**Run 1: signal wires on met1**

Supply wires on this layer in gray.
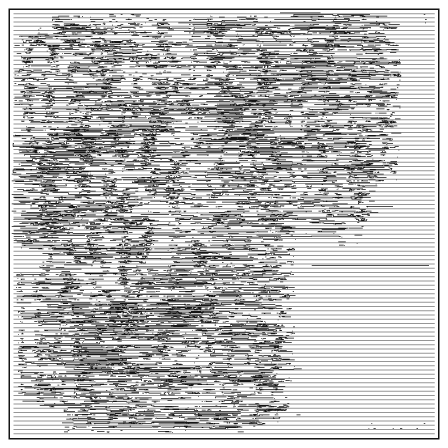
**Run 1: the metal 2 layer**

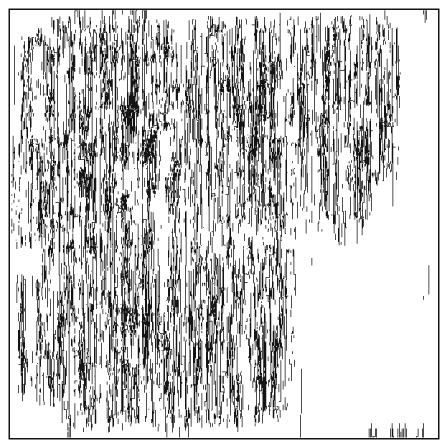
**Run 1: met3 routing**

The bar under the picture is 100 um long.
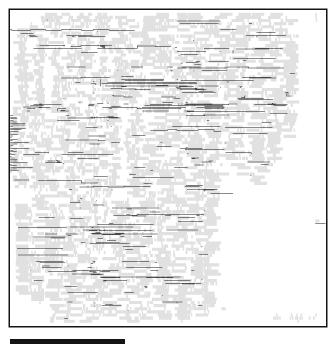
$ cat config.mk
export PLATFORM = sky130hd
export DESIGN_NAME = mesm6_uart_v2
export DESIGN_NICKNAME = d
export VERILOG_FILES = /design/src/rtl/mesm6_uart_v2.sv
export SDC_FILE = /design/constraint.sdc
export NUM_CORES = 1
export LEC_CHECK = 0
export ABC_AREA = 1
export ABC_CLOCK_PERIOD_IN_PS = 3220
export CAP_MARGIN = 30
export CORE_MARGIN = 2
export CORE_UTILIZATION = 40
export DETAILED_ROUTE_END_ITERATION = 7
export PLACE_DENSITY_LB_ADDON = 0.2
export SLEW_MARGIN = 40
export SYNTH_ARGS = -nofsm -noshare
export SYNTH_HDL_FRONTEND = slang
export SYNTH_SLANG_ARGS = --single-unit
$ cat constraint.sdc
create_clock -name clk -period 3.22 [get_ports clk]
set_clock_uncertainty 0.1 [all_clocks]
set_input_delay 0.644 -clock clk [delete_from_list [all_inputs] [get_ports clk]]
set_output_delay 0.644 -clock clk [all_outputs]
set_load 0.02 [all_outputs]
$ cat src/rtl/mesm6_uart_v2.sv
// MESM-6 I/O-bus UART: 5-8 data bits, optional parity, 1/2 stop bits, FIFOs and a maskable IRQ.
// TX and RX use separate dividers so every transmitted bit lasts exactly 16*(div+1) clocks.
module mesm6_uart_v2 #(
  parameter int unsigned FIFO_AW   = 5,
  parameter int unsigned DIV_WIDTH = 16
) (
  input  logic        clk,
  input  logic        reset_n,
  output logic        interrupt,
  input  logic [14:0] i_addr,
  input  logic        i_rd,
  input  logic        i_wr,
  input  logic [47:0] i_wdata,
  output logic [47:0] o_rdata,
  output logic        o_done,
  output logic        tx_pin,
  input  logic        rx_pin
);
  localparam int unsigned Depth = 1 << FIFO_AW;
  localparam int unsigned CntW  = FIFO_AW + 1;
  localparam logic [FIFO_AW-1:0]   PtrInc = {{(FIFO_AW-1){1'b0}}, 1'b1};
  localparam logic [DIV_WIDTH-1:0] DivInc = {{(DIV_WIDTH-1){1'b0}}, 1'b1};

  typedef enum logic [2:0] {TxIdle, TxStart, TxData, TxParity, TxStop1, TxStop2} tx_state_e;
  typedef enum logic [2:0] {RxIdle, RxStart, RxData, RxParity, RxStop} rx_state_e;

  logic [25:0]          ctrl_q;
  logic [DIV_WIDTH-1:0] div;
  logic                 en, self_test, par_en, par_odd, stop2, rx_ie, tx_ie, err_ie;
  logic [2:0]           last_bit;
  logic [7:0]           data_mask;

  assign div       = ctrl_q[DIV_WIDTH-1:0];
  assign en        = ctrl_q[16];
  assign self_test = ctrl_q[17];
  assign last_bit  = {1'b0, ctrl_q[19:18]} + 3'd4;
  assign par_en    = ctrl_q[21];
  assign par_odd   = ctrl_q[20];
  assign stop2     = ctrl_q[22];
  assign rx_ie     = ctrl_q[23];
  assign tx_ie     = ctrl_q[24];
  assign err_ie    = ctrl_q[25];
  assign data_mask = 8'hff >> (3'd7 - last_bit);

  logic       rd_act, wr_act;
  logic [2:0] sel;
  logic       unused_bits;
  assign sel         = i_addr[2:0];
  // A strobe held across o_done acts only once.
  assign rd_act      = i_rd & ~o_done;
  assign wr_act      = i_wr & ~o_done;
  assign unused_bits = ^{i_addr[14:3], i_wdata[47:26], ctrl_q[15:0]};

  logic [7:0]         tx_mem [Depth];
  logic [7:0]         rx_mem [Depth];
  logic [FIFO_AW-1:0] tx_wp_q, tx_rp_q, rx_wp_q, rx_rp_q, tx_cnt, rx_cnt;
  logic               tx_empty, tx_full, rx_empty, rx_full;
  logic               tx_push, tx_pop, rx_push, rx_pop, tx_drop_set;
  logic [7:0]         tx_head, rx_head;

  assign tx_cnt   = tx_wp_q - tx_rp_q;
  assign rx_cnt   = rx_wp_q - rx_rp_q;
  assign tx_empty = (tx_cnt == '0);
  assign rx_empty = (rx_cnt == '0);
  assign tx_full  = (tx_cnt == '1);
  assign rx_full  = (rx_cnt == '1);
  assign tx_head  = tx_mem[tx_rp_q];
  assign rx_head  = rx_mem[rx_rp_q];

  tx_state_e            tx_state_q;
  logic [DIV_WIDTH-1:0] tx_div_q;
  logic [3:0]           tx_sub_q;
  logic [2:0]           tx_bit_q;
  logic [7:0]           tx_shift_q;
  logic                 tx_par_q, tx_tick, tx_bit_end;

  assign tx_tick     = (tx_div_q >= div);
  assign tx_bit_end  = tx_tick & (tx_sub_q == 4'hf);
  assign tx_pop      = en & (tx_state_q == TxIdle) & ~tx_empty;
  assign tx_push     = wr_act & (sel == 3'd0) & ~tx_full;
  assign tx_drop_set = wr_act & (sel == 3'd0) & tx_full;

  rx_state_e            rx_state_q;
  logic [1:0]           rx_sync_q;
  logic [DIV_WIDTH-1:0] rx_div_q;
  logic [3:0]           rx_sub_q;
  logic [2:0]           rx_bit_q;
  logic [7:0]           rx_data_q;
  logic                 rx_par_q, rx_s, rx_tick, rx_stop_smp, rx_par_err;

  assign rx_s        = rx_sync_q[1];
  assign rx_tick     = en & (rx_div_q >= div);
  assign rx_stop_smp = (rx_state_q == RxStop) & rx_tick & (rx_sub_q == 4'hf);
  assign rx_push     = rx_stop_smp & ~rx_full;
  assign rx_pop      = rd_act & (sel == 3'd0) & ~rx_empty;
  assign rx_par_err  = par_en & (rx_par_q != (^rx_data_q ^ par_odd));

  // err bits map to STATUS[8:5]: parity, frame, overrun, tx_drop.
  logic [3:0]  err_q, err_set, err_clr;
  logic [47:0] status, rdata;
  assign err_set = {tx_drop_set, rx_stop_smp & rx_full, rx_stop_smp & ~rx_s,
                    rx_stop_smp & rx_par_err};
  assign err_clr = (wr_act && sel == 3'd1) ? i_wdata[8:5] : 4'h0;

  always_comb begin
    status            = '0;
    status[0]         = tx_empty;
    status[1]         = tx_full;
    status[2]         = rx_empty;
    status[3]         = rx_full;
    status[4]         = (tx_state_q == TxIdle) & tx_empty;
    status[8:5]       = err_q;
    status[9 +: CntW] = {1'b0, rx_cnt};
  end

  always_comb begin
    rdata = '0;
    case (sel)
      3'd0:    rdata[8:0] = {rx_empty, rx_empty ? 8'h00 : rx_head};
      3'd1:    rdata = status;
      3'd7:    rdata[25:0] = ctrl_q;
      default: ;
    endcase
  end

  always_ff @(posedge clk) begin
    if (tx_push) tx_mem[tx_wp_q] <= i_wdata[7:0];
    if (rx_push) rx_mem[rx_wp_q] <= rx_data_q;
  end

  always_ff @(posedge clk) begin
    if (!reset_n) begin
      ctrl_q    <= 26'h00c0000;
      o_done    <= 1'b0;
      o_rdata   <= '0;
      err_q     <= '0;
      interrupt <= 1'b0;
      tx_wp_q   <= '0;
      tx_rp_q   <= '0;
      rx_wp_q   <= '0;
      rx_rp_q   <= '0;
    end else begin
      o_done <= i_rd | i_wr;
      if (rd_act) o_rdata <= rdata;
      if (wr_act) begin
        case (sel)
          3'd5:    ctrl_q <= ctrl_q & ~i_wdata[25:0];
          3'd6:    ctrl_q <= ctrl_q | i_wdata[25:0];
          3'd7:    ctrl_q <= i_wdata[25:0];
          default: ;
        endcase
      end
      // Set has priority over a simultaneous W1C.
      err_q <= (err_q & ~err_clr) | err_set;
      if (tx_push) tx_wp_q <= tx_wp_q + PtrInc;
      if (tx_pop)  tx_rp_q <= tx_rp_q + PtrInc;
      if (rx_push) rx_wp_q <= rx_wp_q + PtrInc;
      if (rx_pop)  rx_rp_q <= rx_rp_q + PtrInc;
      interrupt <= (rx_ie & ~rx_empty) | (tx_ie & tx_empty) | (err_ie & |err_q);
    end
  end

  always_ff @(posedge clk) begin
    if (!reset_n) begin
      tx_state_q <= TxIdle;
      tx_pin     <= 1'b1;
      tx_div_q   <= '0;
      tx_sub_q   <= '0;
      tx_bit_q   <= '0;
      tx_shift_q <= '0;
      tx_par_q   <= 1'b0;
    end else if (!en) begin
      tx_state_q <= TxIdle;
      tx_pin     <= 1'b1;
      tx_div_q   <= '0;
      tx_sub_q   <= '0;
    end else if (tx_state_q == TxIdle) begin
      tx_div_q <= '0;
      tx_sub_q <= '0;
      if (!tx_empty) begin
        tx_state_q <= TxStart;
        tx_pin     <= 1'b0;
        tx_shift_q <= tx_head & data_mask;
        tx_par_q   <= ^(tx_head & data_mask) ^ par_odd;
      end
    end else begin
      tx_div_q <= tx_tick ? '0 : tx_div_q + DivInc;
      if (tx_tick) tx_sub_q <= tx_sub_q + 4'd1;
      if (tx_bit_end) begin
        case (tx_state_q)
          TxStart: begin
            tx_state_q <= TxData;
            tx_pin     <= tx_shift_q[0];
            tx_bit_q   <= '0;
          end
          TxData: begin
            if (tx_bit_q == last_bit) begin
              tx_state_q <= par_en ? TxParity : TxStop1;
              tx_pin     <= par_en ? tx_par_q : 1'b1;
            end else begin
              tx_bit_q   <= tx_bit_q + 3'd1;
              tx_shift_q <= tx_shift_q >> 1;
              tx_pin     <= tx_shift_q[1];
            end
          end
          TxParity: begin
            tx_state_q <= TxStop1;
            tx_pin     <= 1'b1;
          end
          TxStop1: tx_state_q <= stop2 ? TxStop2 : TxIdle;
          default: tx_state_q <= TxIdle;
        endcase
      end
    end
  end

  always_ff @(posedge clk) begin
    if (!reset_n) begin
      rx_sync_q  <= 2'b11;
      rx_state_q <= RxIdle;
      rx_div_q   <= '0;
      rx_sub_q   <= '0;
      rx_bit_q   <= '0;
      rx_data_q  <= '0;
      rx_par_q   <= 1'b0;
    end else begin
      rx_sync_q <= {rx_sync_q[0], self_test ? tx_pin : rx_pin};
      if (!en) begin
        rx_state_q <= RxIdle;
        rx_div_q   <= '0;
        rx_sub_q   <= '0;
      end else begin
        rx_div_q <= rx_tick ? '0 : rx_div_q + DivInc;
        case (rx_state_q)
          RxIdle: begin
            if (rx_tick && !rx_s) begin
              rx_state_q <= RxStart;
              rx_sub_q   <= '0;
            end
          end
          RxStart: begin
            if (rx_tick) begin
              if (rx_sub_q == 4'd7) begin
                rx_sub_q   <= '0;
                rx_bit_q   <= '0;
                rx_data_q  <= '0;
                rx_state_q <= rx_s ? RxIdle : RxData;
              end else begin
                rx_sub_q <= rx_sub_q + 4'd1;
              end
            end
          end
          default: begin
            if (rx_tick) begin
              rx_sub_q <= rx_sub_q + 4'd1;
              if (rx_sub_q == 4'hf) begin
                case (rx_state_q)
                  RxData: begin
                    rx_data_q[rx_bit_q] <= rx_s;
                    if (rx_bit_q == last_bit) rx_state_q <= par_en ? RxParity : RxStop;
                    else rx_bit_q <= rx_bit_q + 3'd1;
                  end
                  RxParity: begin
                    rx_par_q   <= rx_s;
                    rx_state_q <= RxStop;
                  end
                  default: rx_state_q <= RxIdle;
                endcase
              end
            end
          end
        endcase
      end
    end
  end

endmodule

==> qor.log, run 1 <==
INFO  timing         timing.setup.tns=0ns
INFO  pwr            largestPowerGroup=sequential cells
INFO  floorplan      core=72,710squm
INFO  layout         postLayoutCoreUtil=46.55%
INFO  critical_path  worst_path_most_repeated_cell=inv_1
INFO  critical_path  critical_path.reg2reg.startpoint=tx_wp_q[0]$_SDFFE_PN0P_
INFO  synthesis      netlist_logic_family_top=simple AND/OR/NAND/NOR gates
INFO  layout         post-route-cell-area=33,850squm
INFO  pwr            switching_share=21.50%
INFO  routing        wl_met3=4.832mm
INFO  layout         dominant-cell-class=sequential cells
INFO  synthesis      yosysTopAreaCell=edfxtp_1
INFO  layout         nClkBuffers=93
INFO  worst_hold_path timing.hold.worst.start=rx_sync_q[0]$_SDFF_PN1_
INFO  run            cap_viol_max_count=0
INFO  layout         seq_area_share=54.98%
INFO  timing         whs=0.3328ns
INFO  synthesis      synth_area=29,230squm
INFO  pwr            powerSeq=9.33mW
INFO  layout         antenna_cells=0
INFO  timing         grt_setup_unrepaired=false
INFO  status         outcome=finished, final reports clean
INFO  routing        routedLengthMet1=33.45mm
INFO  layout         regArea=18,610squm
INFO  critical_path  critical-path-slowest-cell=fa_1
INFO  grt            grt_busiest_layer=met2
INFO  routing        detail-route-antenna-nets=0
INFO  synthesis      yosysUniqueCellTypes=51
INFO  critical_path  crit-reg2reg-capture=tx_mem[23][3]$_DFFE_PP_
INFO  critical_path  cpLargestDelayFamily=simple AND/OR/NAND/NOR gates
INFO  grt            grt_max_degree=84
INFO  critical_path  critPathMaxFanout=8
INFO  floorplan      fp.dieArea=75,250squm
INFO  pwr            ir_worst_vdd=482.1uV
About 'signal wires on met1':
The wires run mostly horizontal. The layer holds 44% of the routed length. 2,872 nets have wire on it.
global routing met1 resource utilization: 27.24%
Total Wirelength: 75.75 mm
via total after detailed routing: 21,040

About 'the metal 2 layer':
2,390 nets have wire on it. The layer carries 35.4 mm of wire. The wires run mostly vertical.
GRT met2 Usage: 32.58%

About 'met3 routing':
The wires run mostly horizontal. 214 nets have wire on it. The longest straight run is 82.3 um. The layer holds 6.4% of the routed length.
met3 layer usage reported by global route: 3.915%

==> run 2, diff against run 1 <==
DONT_BUFFER_PORTS = 1   (was not set)
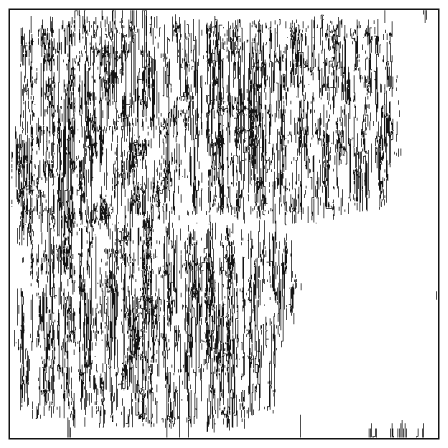
**Above:** run 2 (the metal 2 layer).
The layer holds 46% of the routed length. The layer carries 34.0 mm of wire. The wires run mostly vertical. 2,326 nets have wire on it. The longest straight run is 63.6 um.
via total after detailed routing: 20,650
Total Wirelength: 74.35 mm
GRT met2 Usage: 30.65%

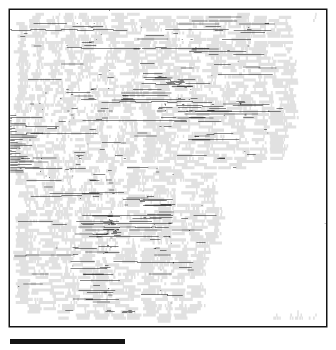
**Above:** run 2 (met3 routing).
The bar under the picture is 100 um long.
217 nets have wire on it. The layer carries 4,780 um of wire.
met3 layer usage reported by global route: 3.468%

==> qor.log, run 2 <==
INFO  routing        detail-route-antenna-nets=0
INFO  timing         whs=0.03226ns
INFO  floorplan      core=72,710squm
INFO  synthesis      yosysUniqueCellTypes=51
INFO  routing        wl_met3=4.780mm
INFO  critical_path  critical_path.reg2reg.startpoint=tx_wp_q[0]$_SDFFE_PN0P_
INFO  layout         postLayoutCoreUtil=45.44%
INFO  pwr            powerSeq=9.35mW
INFO  critical_path  critPathMaxFanout=8
INFO  grt            global_route.usage.met1=27.80%
INFO  floorplan      fp.dieArea=75,250squm
INFO  critical_path  cpLargestDelayFamily=simple AND/OR/NAND/NOR gates
INFO  critical_path  critical-path-slowest-cell=nor2_1
INFO  layout         seq_area_share=56.31%
INFO  layout         dominant-cell-class=sequential cells
INFO  synthesis      synth_area=29,230squm
INFO  pwr            switching_share=20.16%
INFO  timing         timing.setup.tns=0ns
INFO  status         outcome=finished, final reports clean
INFO  synthesis      netlist_logic_family_top=simple AND/OR/NAND/NOR gates
INFO  routing        routedLengthMet1=33.48mm
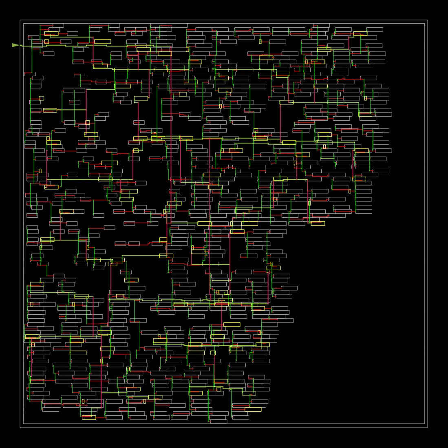
**Above:** run 2 (clock wiring as the flow saved it).
tally of clock buffers in the finished layout: 88
Seq cells: 673

Power figures rest on the tool's default switching activity, not on a simulated workload.
